[config.mk]
export PLATFORM = sky130hd
export DESIGN_NAME = uart_receiver
export DESIGN_NICKNAME = d
export VERILOG_FILES = /design/src/rtl/uart_pkg.sv /design/src/rtl/uart_sync2.sv /design/src/rtl/uart_receiver.sv
export SDC_FILE = /design/constraint.sdc
export NUM_CORES = 1
export LEC_CHECK = 0
export CAP_MARGIN = 20
export CORE_MARGIN = 2
export CORE_UTILIZATION = 35
export CTS_BUF_LIST = sky130_fd_sc_hd__clkbuf_4 sky130_fd_sc_hd__clkbuf_8 sky130_fd_sc_hd__clkbuf_16
export CTS_CLUSTER_DIAMETER = 120
export DETAILED_ROUTE_END_ITERATION = 7
export SKIP_CTS_REPAIR_TIMING = 1
export SYNTH_ARGS = -nofsm -noshare
export SYNTH_HDL_FRONTEND = slang
export SYNTH_SLANG_ARGS = --single-unit
[constraint.sdc]
create_clock -name clk_i -period 3.05 [get_ports clk_i]
set_input_delay 0.61 -clock clk_i [delete_from_list [all_inputs] [get_ports clk_i]]
set_output_delay 0.61 -clock clk_i [all_outputs]
set_load 0.005 [all_outputs]
[src/rtl/uart_pkg.sv]
// Shared types and constants for the UART receiver.
// UART_RX_MAJORITY_EN (set in uart_receiver) selects 2-of-3 voting per bit.
package uart_pkg;

    typedef enum logic [2:0] {
        ST_IDLE   = 3'd0,
        ST_START  = 3'd1,
        ST_DATA   = 3'd2,
        ST_PARITY = 3'd3,
        ST_STOP   = 3'd4
    } uart_state_e;

    localparam int OVERSAMPLE = 16;
    localparam int MID_SAMPLE = 7;
    localparam int DATA_BITS  = 8;
    localparam int CNT_W      = $clog2(OVERSAMPLE);
    localparam int IDX_W      = $clog2(DATA_BITS);

    function automatic logic maj3(input logic a, input logic b, input logic c);
        return (a & b) | (a & c) | (b & c);
    endfunction

endpackage

[src/rtl/uart_sync2.sv]
// Two-flop synchronizer for a single asynchronous input bit.
// RESET_VAL is the value both flops take while rst_ni is low.
module uart_sync2 #(
    parameter logic RESET_VAL = 1'b1
) (
    input  logic clk_i,
    input  logic rst_ni,
    input  logic d_i,
    output logic q_o
);

    logic r_meta;
    logic r_q;

    always_ff @(posedge clk_i) begin
        if (!rst_ni) begin
            r_meta <= RESET_VAL;
            r_q    <= RESET_VAL;
        end else begin
            r_meta <= d_i;
            r_q    <= r_meta;
        end
    end

    assign q_o = r_q;

endmodule

[src/rtl/uart_receiver.sv]
// 16x oversampling UART receiver: 8 data bits, optional parity, one stop bit.
// Define UART_RX_MAJORITY_EN for a 2-of-3 vote over tick counts 6/7/8.
module uart_receiver
    import uart_pkg::*;
(
    input  logic        clk_i,
    input  logic        rst_ni,
    input  logic        baud_tick_x16_i,
    input  logic        rx_i,
    input  logic        rx_en_i,
    input  logic        parity_en_i,
    input  logic        parity_odd_i,
    output logic [7:0]  rx_data_o,
    output logic        rx_valid_o,
    output logic        parity_err_o,
    output logic        frame_err_o,
    output uart_state_e dbg_state_o
);

    uart_state_e              r_state;
    uart_state_e              w_state_nxt;
    logic [CNT_W-1:0]         r_cnt;
    logic [IDX_W-1:0]         r_idx;
    logic [DATA_BITS-1:0]     r_shift;
    logic [DATA_BITS-1:0]     r_data;
    logic                     r_valid;
    logic                     r_parity_err;
    logic                     r_frame_err;
    logic                     r_perr_acc;
    logic                     r_par_en;
    logic                     r_par_odd;
    logic                     w_rx;
    logic                     w_tick;
    logic                     w_resolve;
    logic                     w_bit;

    uart_sync2 #(.RESET_VAL(1'b1)) u_sync (
        .clk_i  (clk_i),
        .rst_ni (rst_ni),
        .d_i    (rx_i),
        .q_o    (w_rx)
    );

    // Ticks only count while enabled; a disabled receiver sees no time pass.
    assign w_tick = baud_tick_x16_i & rx_en_i;

`ifdef UART_RX_MAJORITY_EN
    localparam logic [CNT_W-1:0] RESOLVE_CNT = CNT_W'(MID_SAMPLE + 1);
    logic r_s6;
    logic r_s7;

    always_ff @(posedge clk_i) begin
        if (!rst_ni) begin
            r_s6 <= 1'b1;
            r_s7 <= 1'b1;
        end else if (w_tick) begin
            if (r_cnt == CNT_W'(MID_SAMPLE - 1)) r_s6 <= w_rx;
            if (r_cnt == CNT_W'(MID_SAMPLE))     r_s7 <= w_rx;
        end
    end

    assign w_bit = maj3(r_s6, r_s7, w_rx);
`else
    localparam logic [CNT_W-1:0] RESOLVE_CNT = CNT_W'(MID_SAMPLE);
    assign w_bit = w_rx;
`endif

    assign w_resolve = w_tick && (r_cnt == RESOLVE_CNT);

    always_ff @(posedge clk_i) begin
        if (!rst_ni) r_state <= ST_IDLE;
        else         r_state <= w_state_nxt;
    end

    always_comb begin
        w_state_nxt = r_state;
        case (r_state)
            ST_IDLE:   if (w_tick && !w_rx) w_state_nxt = ST_START;
            ST_START:  if (w_resolve) w_state_nxt = w_bit ? ST_IDLE : ST_DATA;
            ST_DATA:   if (w_resolve && r_idx == IDX_W'(DATA_BITS - 1))
                           w_state_nxt = r_par_en ? ST_PARITY : ST_STOP;
            ST_PARITY: if (w_resolve) w_state_nxt = ST_STOP;
            ST_STOP:   if (w_resolve) w_state_nxt = ST_IDLE;
            default:   w_state_nxt = ST_IDLE;
        endcase
        if (!rx_en_i) w_state_nxt = ST_IDLE;
    end

    // Datapath: counters, shift register and the one-clk result pulse.
    always_ff @(posedge clk_i) begin
        if (!rst_ni) begin
            r_cnt        <= '0;
            r_idx        <= '0;
            r_shift      <= '0;
            r_data       <= '0;
            r_valid      <= 1'b0;
            r_parity_err <= 1'b0;
            r_frame_err  <= 1'b0;
            r_perr_acc   <= 1'b0;
            r_par_en     <= 1'b0;
            r_par_odd    <= 1'b0;
        end else begin
            r_valid      <= 1'b0;
            r_parity_err <= 1'b0;
            r_frame_err  <= 1'b0;
            if (!rx_en_i) begin
                r_cnt <= '0;
                r_idx <= '0;
            end else if (w_tick) begin
                if (r_state == ST_IDLE || w_state_nxt == ST_IDLE) r_cnt <= '0;
                else                                              r_cnt <= r_cnt + 1'b1;

                if (r_state == ST_START && w_resolve && !w_bit) begin
                    r_par_en   <= parity_en_i;
                    r_par_odd  <= parity_odd_i;
                    r_idx      <= '0;
                    r_perr_acc <= 1'b0;
                end
                if (r_state == ST_DATA && w_resolve) begin
                    r_shift <= {w_bit, r_shift[DATA_BITS-1:1]};
                    r_idx   <= r_idx + 1'b1;
                end
                if (r_state == ST_PARITY && w_resolve)
                    r_perr_acc <= ((^r_shift) ^ w_bit) != r_par_odd;
                if (r_state == ST_STOP && w_resolve) begin
                    r_data       <= r_shift;
                    r_valid      <= 1'b1;
                    r_parity_err <= r_perr_acc;
                    r_frame_err  <= !w_bit;
                end
            end
        end
    end

    assign rx_data_o    = r_data;
    assign rx_valid_o   = r_valid;
    assign parity_err_o = r_parity_err;
    assign frame_err_o  = r_frame_err;
    assign dbg_state_o  = r_state;

endmodule

==> results.toml, run 1 <==
# synthesis and place-and-route metrics
[outcome]
status = "finished, final reports clean"

[global_route]
grt_overflow = 0
busiest_layer = "met2"
grt_pass1_vias = 1102
met3_usage_pct = 4.76
grt_max_degree = 24
grt_pass1_wl_microns = 4920
use_met2_pct = 19.1
antenna_found_initial = 0

[cells_and_area]
nonClockInverterCount = 3
buffers = 23
seq_area_sq_um = 681
num_antenna_cells = 0
lay_top_cells = "dfxtp_1, nand2_1, clkdlybuf4s50_1, nor2b_1, mux2i_1"
area_growth_pct = 20.0
clkCellAreaFrac_pct = 4.27
dominant_cells = "combinational gates"
seq_cell_count = 34
seq_area_share_pct = 36.8
fin_nets = 199
nonClkBufAreaFrac_pct = 12.1
combGateArea_sq_um = 790
sh_comb_area_pct = 42.7
lay_top_count = "dfxtp_1"
logic_gates = 122
nClkBuffers = 5
drive_gt1_share_pct = 6.88
num-fill-cells = 437

[synthesis]
yosys_most_used_dff = "dfxtp_1"
fp_nets = 178
synth_flops = 34
postSynthSeqShare_pct = 44.2
syn_area_sq_um = 1540
yosysChipArea_sq_um = 1540
synthCells = 168
ys_async_sr_fraction_pct = 0
most_common_cell = "dfxtp_1"
top_cells_by_count = "dfxtp_1, nand2_1, nor2b_1, mux2i_1"
top_cell_area_share_pct = 44.2
yosysWarnings = 0
netlist-cell-type-count = 35
ys_cells = 168
largest_area_cell = "dfxtp_1"
edf_count = 0
topCellsByArea = "dfxtp_1, mux2i_1, nand2_1"
syn_avg_cell_area_sq_um = 9.17

[place]
gp_routability_congestion = 0.810
io_buffers = 20
dp_hpwl_microns = 1990
place_area_sq_um = 1770
pre_cts_slack_ns = 0.392

[final_timing]
max_freq_mhz = 419
timing.hold.ws_ns = 0.409
fin_skew_ns = 0.00633
drv_slew = 0
finalHoldViolations = 0
grt_setup_unrepaired = "no"
fin_ws_ns = 0.664
period_needed_ns = 2.39
period_used_pct = 78.2
slew_headroom_pct = 72.3
setup-violations-final = 0
finalSetupTns_ns = 0
tightest_slew_ns = 0.414

[power_and_ir_drop]
p_leak_nw = 0.693
power-per-cell-area_nw_per_um2 = 423
peakVddDrop_mv = 0.169

[critical_path]
crit_slowest_cell = "or4_1"
critPathLaunchType = "input pin"
crit_chain = "clkdlybuf4s50_1, nand3_2, or4_1, nand2_2, mux2i_1, and2_1"
arrival_ns = 2.57
cp_data_required_time_ns = 3.23
crit_path_end_kind = "flop"
r2r_setup_slack_ns = 1.09
cp.buffers_inverters = 1
critPathMaxFanout = 10
max_stage_delay_ns = 0.73
crit_family = "simple AND/OR/NAND/NOR gates"
crit_type = "input pin to flop"

[die]
fp.dieW_microns = 70.3
ioPinCount = 21
n_tap_cell = 52
die_h_microns = 70.3
fp-utilization_pct = 35.9
die_area_sq_um = 4950

[drt]
routed-wl-met2_microns = 1250
route.met3.wl_microns = 152
routedLengthMet1_microns = 1430
drc = 0
first_iter_violations = 100
routed_via_density = 4.78
drtPass1Iterations = 4
ant_nets = 0
routed.top_layer = "met4"

[cts]
clk_latency_ns = 0.29
cts_buffers = 5
cts.clk_slew.worst_paths_ns = 0.06
clock-root-buffer = "clkbuf_8"
cts_max_level = 2
cts.sinks = 34
cts_tree = "yes"
cts.path.max_buffers = 2

[run]
drv_cap = 0
warnings = 26

[hold_path]
hp-class = "flop to flop"
==> run 1: worst register-to-register path: cells and delay by family, from the launching register on <==
kind | cells | cell delay [ns]
and+or+nand+nor | 4 | 1.22
DFF | 1 | 0.39
adders and majority gates | 1 | 0.19
muxes | 1 | 0.07
==> run 1: final timing paths <==
check,endpoint,depth (start not counted),from
max reg2reg,r_perr_acc$_SDFFE_PN0P_,6,r_cnt[0]$_SDFFE_PN0P_
min,u_sync.q_o$_SDFF_PN1_,1,u_sync.r_meta$_SDFF_PN1_
min reg2reg,u_sync.q_o$_SDFF_PN1_,1,u_sync.r_meta$_SDFF_PN1_
max,r_perr_acc$_SDFFE_PN0P_,6,baud_tick_x16_i
==> run 1: cell families (layout without fill, tap and decap cells) <==
kind of cell	count (synthesis)	count (layout)	synth area share, %
buf+inv	12	33	4.55
mux	11	11	7.15
compound gates	23	23	9.83
flops	34	34	44.2
fa+ha+maj	3	3	2.44
simple gates	74	74	24.7
xor+xnor	11	11	7.15
==> run 1: state kept, by name, summed over array words and instances, names as in the netlist <==
signal,cells
r_shift,8
rx_data_o,8
r_cnt,4
dbg_state_o,3
r_idx,3
frame_err_o,1
parity_err_o,1
r_par_en,1
r_par_odd,1
r_perr_acc,1
rx_valid_o,1
u_sync.q_o,1
u_sync.r_meta,1
==> run 1: power breakdown <==
| part | switching [W] | internal, W |
|---|---|---|
| Combinational | 0.0000120 | 0.0000148 |
| Sequential | 0.00000164 | 0.000445 |
| Clock | 0.000155 | 0.000153 |
| Total | 0.000168 | 0.000613 |
==> run 1: per-stage QoR <==
stage	instances	power, W
2_1_floorplan	168	0.000472
3_3_place_gp	234	0.000485
3_5_place_dp	234	0.000484
4_1_cts	241	0.000797
5_1_grt	241	0.000817
6_report	241	0.000781
### Metal layers overlaid, run 1

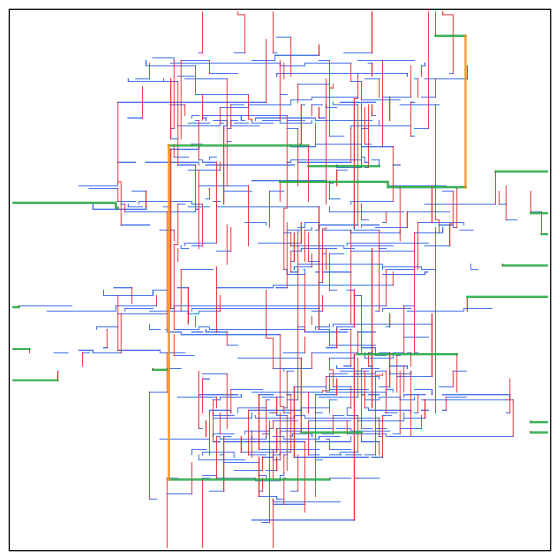
colour	layer	wire length
orange	metal 4	63.2 microns
green	metal 3	152 microns
blue	metal 1	1430 microns
red	metal 2	1250 microns
via count: 1152
per-cell routed wire length: 12.0 microns
total routed wirelength: 2890 microns

### Routing congestion map, run 1

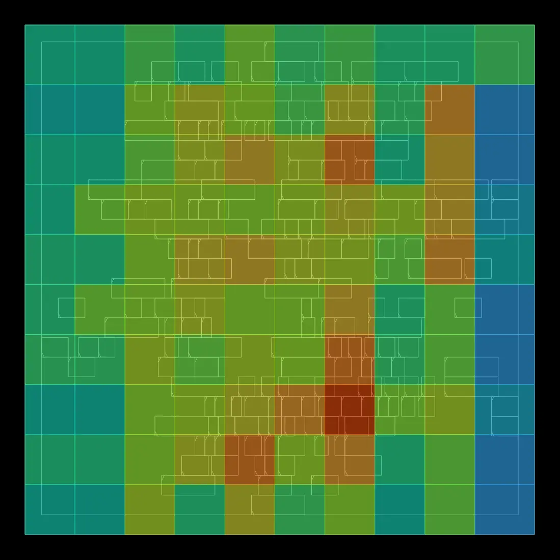
met1 global-route usage: 15.9%
Overall Global Routing Usage: 12.7%

### Cells coloured by class, run 1

Bar = 20 microns.
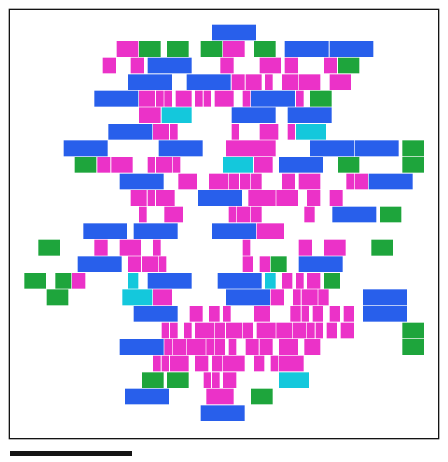
colour	class	cells	share of their area
blue	sequential cells	34	38%
cyan	clock drivers and dummy loads	7	4.4%
magenta	combinational and other logic	125	45%
green	remaining buffers and delay cells	23	12%
site row count: 24
Design Area, Final: 1850 sq um
Core ar.: 4290 sq um
Final Util: 43.0%

==> run 2, diff against run 1 <==
Clock period 3.05 ns to 2.3 ns, I/O delays scaled along.
==> results.toml, run 2 <==
# synthesis and place-and-route metrics
[outcome]
status = "finished, final reports clean"

[cts]
cts_max_level = 2
clk_latency_ns = 0.28
cts.sinks = 34
cts_tree = "yes"
clock-root-buffer = "clkbuf_8"

[cells_and_area]
layout.cells.non_filler = 244
num-fill-cells = 409
area_growth_pct = 23.6
drive_gt1_share_pct = 8.33
combGateArea_sq_um = 790
seq_area_sq_um = 681

[final_timing]
setup-violations-final = 0
tightest_slew_ns = 0.408
finalSetupTns_ns = 0
drv_slew = 0
max_freq_mhz = 507
slew_headroom_pct = 72.8
fin_ws_ns = 0.326
finalHoldViolations = 0
fin_skew_ns = 0.00549

[place]
pre_cts_slack_ns = 0.0366
io_buffers = 20
gp_routability_congestion = 0.842
dp.cells = 237
dp_hpwl_microns = 2110

[critical_path]
crit_slowest_cell = "clkdlybuf4s50_1"
worst_r2r_path_depth = 5
crit_path_end_kind = "flop"
arrival_ns = 2.13
critPathMaxFanout = 6
cp.buffers_inverters = 2
path_depth = 7
critPathLaunchType = "input pin"
crit_family = "buffers and inverters"
crit_type = "input pin to flop"
max_stage_delay_ns = 0.51

[drt]
drc = 0
via_count = 1156
routed_via_density = 4.74
first_iter_violations = 50
finalWirelength_microns = 2920
ant_nets = 0

[synthesis]
yosysChipArea_sq_um = 1540
adder_share_pct = 2.44
topCellsByArea = "dfxtp_1, mux2i_1, nand2_1"
netlist-cell-type-count = 35
ys_sh_mux_pct = 7.15
largest_area_cell = "dfxtp_1"
synthSimpleGateAreaFrac_pct = 24.7
most_common_cell = "dfxtp_1"
fp_nets = 178
yosysWarnings = 0
ys_cells = 168
top_cell_area_share_pct = 44.2
aoi_share_pct = 9.83
yosys_most_used_dff = "dfxtp_1"
ys_async_sr_fraction_pct = 0
synthCells = 168
topCombFamilyByArea = "simple AND/OR/NAND/NOR gates"
syn_area_sq_um = 1540

[power_and_ir_drop]
p_clk_share_pct = 46.3
sw_frac_of_total_pct = 18.5
peakVddDrop_mv = 0.283
power-per-cell-area_nw_per_um2 = 618
p_int_w = 0.000959

[hold_path]
holdPathStages = 1

[die]
die_area_sq_um = 4950
core_area_sq_um = 4290
die_h_microns = 70.3

[global_route]
grt_pass1_vias = 1165
grt_max_degree = 23
grt_pass1_wl_microns = 5260
antenna_found_initial = 0

[run]
drv_cap = 0
warnings = 26
-- run 2: cell count changes in the layout (fill, tap and decap cells not counted), sizes merged --
| cell | previous run | this run |
|---|---|---|
| buf | 3 | 6 |
| bufinv | 0 | 1 |
| clkbuf | 5 | 6 |
| clkinv | 2 | 0 |
-- run 2: final cells by class --
cell class              count  area share (%)
clock inverters             1            1.58
multi-input cells         122            41.5
flip-flops and latches     34            35.7
inverters                   3           0.591
well taps                  52            3.42
clock buffers               6            4.34
repair buffers             26            12.9
-- run 2: power by group through the flow --
stage / logic, W / clock network, W / registers, W
after global routing: 0.0000429 / 0.000599 / 0.000592
final: 0.0000393 / 0.000544 / 0.000593
after CTS: 0.0000395 / 0.000565 / 0.000593
after detailed placement: 0.0000391 / 0 / 0.000606
after global placement: 0.0000392 / 0 / 0.000606
after floorplan: 0.0000211 / 0 / 0.000605
-- run 2: routing by layer --
| metal | vias to the layer above | part of all wire, % | GRT usage, % |
|---|---|---|---|
| li1 | 615 | - | - |
| met4 | 0 | 1.7 | 5.13 |
| met2 | 19 | 45 | 20.2 |
| met1 | 517 | 49 | 17.3 |
| met5 | - | 0 | 0 |
| met3 | 5 | 4.2 | 5.34 |
-- run 2: final timing paths --
path | start | slack (ns) | to
max | rx_en_i | 0.33 | r_cnt[3]$_SDFFE_PN0P_
min | u_sync.r_meta$_SDFF_PN1_ | 0.41 | u_sync.q_o$_SDFF_PN1_
max reg2reg | dbg_state_o[0]$_SDFF_PN0_ | 0.41 | r_perr_acc$_SDFFE_PN0P_
min reg2reg | u_sync.r_meta$_SDFF_PN1_ | 0.41 | u_sync.q_o$_SDFF_PN1_
-- run 2: worst register-to-register path: stages, from the launching register on --
cell,delay [ns]
dfxtp_1,0.47
or3b_1,0.40
or4_1,0.58
nand2_2,0.13
mux2i_1,0.06
and2_1,0.16
### Cells coloured by class, run 2

Bar = 20 microns.
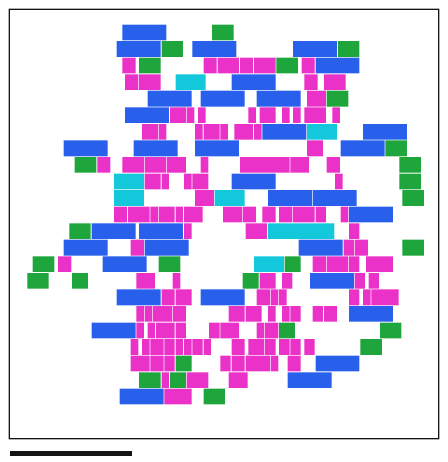
colour	class	cells	share of their area
green	remaining buffers and delay cells	26	13%
cyan	clock drivers and dummy loads	7	6.1%
magenta	combinational and other logic	125	44%
blue	sequential cells	34	37%
Design Area, Final: 1900 sq um
sequential cell area share: 35.7%
Final Util: 44.3%

==> run 3, diff against run 2 <==
Settings changed: CORE_ASPECT_RATIO set to 1.4.
==> results.toml, run 3 <==
# synthesis and place-and-route metrics
[outcome]
status = "finished, final reports clean"

[power_and_ir_drop]
p_comb_share_pct = 3.6
p_seq_w = 0.000593
comb_cell_power_w = 0.0000395
p_clk_share_pct = 42.7
power-per-cell-area_nw_per_um2 = 577
power-top-group = "sequential cells"
power_w = 0.00110
pwr-share-seq_pct = 53.7
p_leak_nw = 0.723
peakVddDrop_mv = 0.282
switchingPower_w = 0.000238
p_int_w = 0.000865
powerClk_w = 0.000472
sw_frac_of_total_pct = 21.6

[synthesis]
top_cells_by_count = "dfxtp_1, nand2_1, nor2b_1, mux2i_1"
top_cell_area_share_pct = 44.2
largest_area_cell = "dfxtp_1"
synthCells = 168
ys_async_sr_fraction_pct = 0
synth_flops = 34
yosysChipArea_sq_um = 1540
yosys_most_used_dff = "dfxtp_1"
syn_area_sq_um = 1540
netlist-cell-type-count = 35
yosysWarnings = 0
topCellsByArea = "dfxtp_1, mux2i_1, nand2_1"
fp_nets = 178
syn_avg_cell_area_sq_um = 9.17
edf_count = 0
ys_cells = 168
postSynthSeqShare_pct = 44.2
most_common_cell = "dfxtp_1"

[drt]
first_iter_violations = 38
finalWirelength_microns = 3090
routed_via_density = 4.71
drc = 0
ant_nets = 0
drtPass1Iterations = 4

[critical_path]
critPathMaxFanout = 10
cp_data_required_time_ns = 2.48
crit_path_end_kind = "flop"
arrival_ns = 2.11
crit_type = "flop to flop"
critPathLaunchType = "flop"
r2r_setup_slack_ns = 0.37

[cts]
cts_buffers = 5
cts.clk_slew.worst_paths_ns = 0.07
clock-root-buffer = "clkbuf_8"
cts.sinks = 34
cts_max_level = 2
cts.path.max_buffers = 2
cts_tree = "yes"
clk_latency_ns = 0.29

[cells_and_area]
drive_gt1_share_pct = 9.74
lay_top_count = "dfxtp_1"
area_growth_pct = 24.1
combGateArea_sq_um = 790
fin_nets = 204
seq_area_sq_um = 681
num-fill-cells = 429
lay_top_cells = "dfxtp_1, nand2_1, clkdlybuf4s50_1, nor2b_1, mux2i_1"
num_antenna_cells = 0

[final_timing]
period_used_pct = 83.7
drv_slew = 0
slew_headroom_pct = 73.0
period_needed_ns = 1.93
finalSetupTns_ns = 0
fin_skew_ns = 0.00576
grt_setup_unrepaired = "no"
setup-violations-final = 0
max_freq_mhz = 519
fin_ws_ns = 0.374
timing.hold.ws_ns = 0.417
finalHoldViolations = 0
tightest_slew_ns = 0.401

[hold_path]
hp-class = "flop to flop"

[die]
ioPinCount = 21
fp-utilization_pct = 36.3
die_area_sq_um = 4950
fp.dieW_microns = 60.1
core_area_sq_um = 4240
core.rowCount = 28
die_h_microns = 82.5

[place]
pre_cts_slack_ns = 0.0977
io_buffers = 20
gp_routability_congestion = 0.870
dp_hpwl_microns = 2240

[run]
warnings = 26
drv_cap = 0

[global_route]
antenna_found_initial = 0
grt_pass1_vias = 1236
grt_pass1_wl_microns = 5490
grt_max_degree = 23
grt_overflow = 0
run 3: path summary, 6_finish.rpt:
kind / startpoint / endpoint / depth (start not counted)
max: dbg_state_o[0]$_SDFF_PN0_ / r_perr_acc$_SDFFE_PN0P_ / 5
min: u_sync.r_meta$_SDFF_PN1_ / u_sync.q_o$_SDFF_PN1_ / 1
max reg2reg: dbg_state_o[0]$_SDFF_PN0_ / r_perr_acc$_SDFFE_PN0P_ / 5
min reg2reg: u_sync.r_meta$_SDFF_PN1_ / u_sync.q_o$_SDFF_PN1_ / 1
run 3: layout make-up:
cell class / instances / area share (%)
clock inverters: 1 / 0.262
flip-flops and latches: 34 / 35.6
repair buffers: 28 / 13.6
clock buffers: 7 / 4.71
multi-input cells: 122 / 41.3
well taps: 60 / 3.93
inverters: 3 / 0.589
run 3: layer usage:
metal,share of wire [%],GRT usage (%),vias to the layer above
met5,0,0,-
met4,2.6,8.22,0
met3,4.0,4.98,9
met2,51,24.8,18
met1,42,16.5,552
li1,-,-,621
run 3: critical path, cell delays in order, from the launching register on:
cell and delay [ns]:
dfxtp_1 0.49, or3b_1 0.41, or4_1 0.57, nand2_2 0.12, mux2i_1 0.06, and2_1 0.16
run 3: cells by family after synthesis:
| family | synth area share (%) |
|---|---|
| simple gates | 24.7 |
| fa+ha+maj | 2.44 |
| buf+inv | 4.55 |
| compound gates | 9.83 |
| flops | 44.2 |
| xor+xnor | 7.15 |
| mux | 7.15 |
run 3: stage by stage:
stage	cells	area, sq um	util, %
floorplan	168	1540	-
global placement	247	1820	42.9
detailed placement	247	1820	42.9
CTS	255	1910	45.1
global route	255	1910	45.1
finish	255	1910	45.1
### Metal layers overlaid, run 3

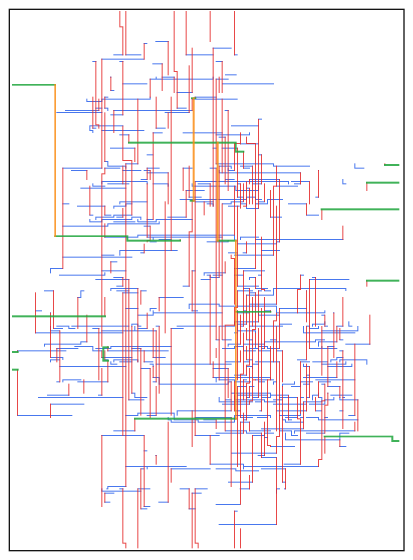
colour	layer	wire length
orange	metal 4	80.9 microns
green	metal 3	123 microns
red	metal 2	1580 microns
blue	metal 1	1310 microns
Overall Global Routing Usage: 14.9%
via count: 1200
per-cell routed wire length: 12.1 microns


==> layout pictures side by side <==
PDN straps and rails.
Bar = 20 microns. Pins as bars on the die edge. Tap cells in grey.
Plate I
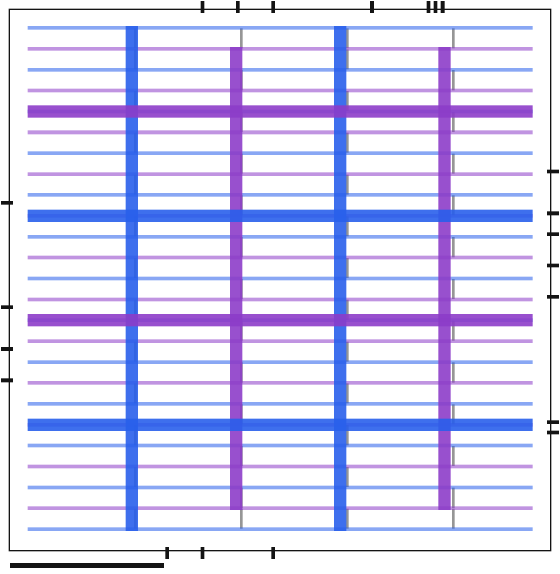
Plate II
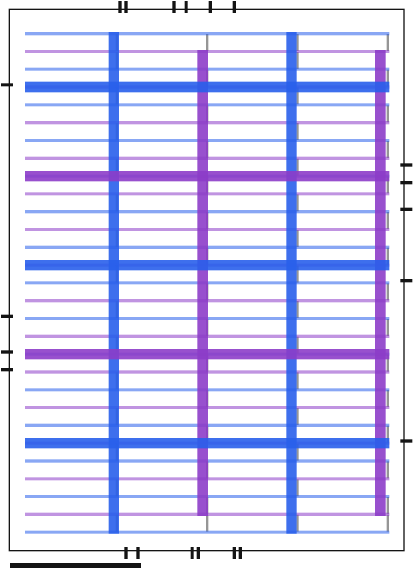
run 2: Plate I
run 3: Plate II

Key to Plate II:
colour	net
purple	VDD
blue	VSS
tap cells	60
rows	28
signal pins	21
met1 rails	29

Power figures rest on the tool's default switching activity, not on a simulated workload.
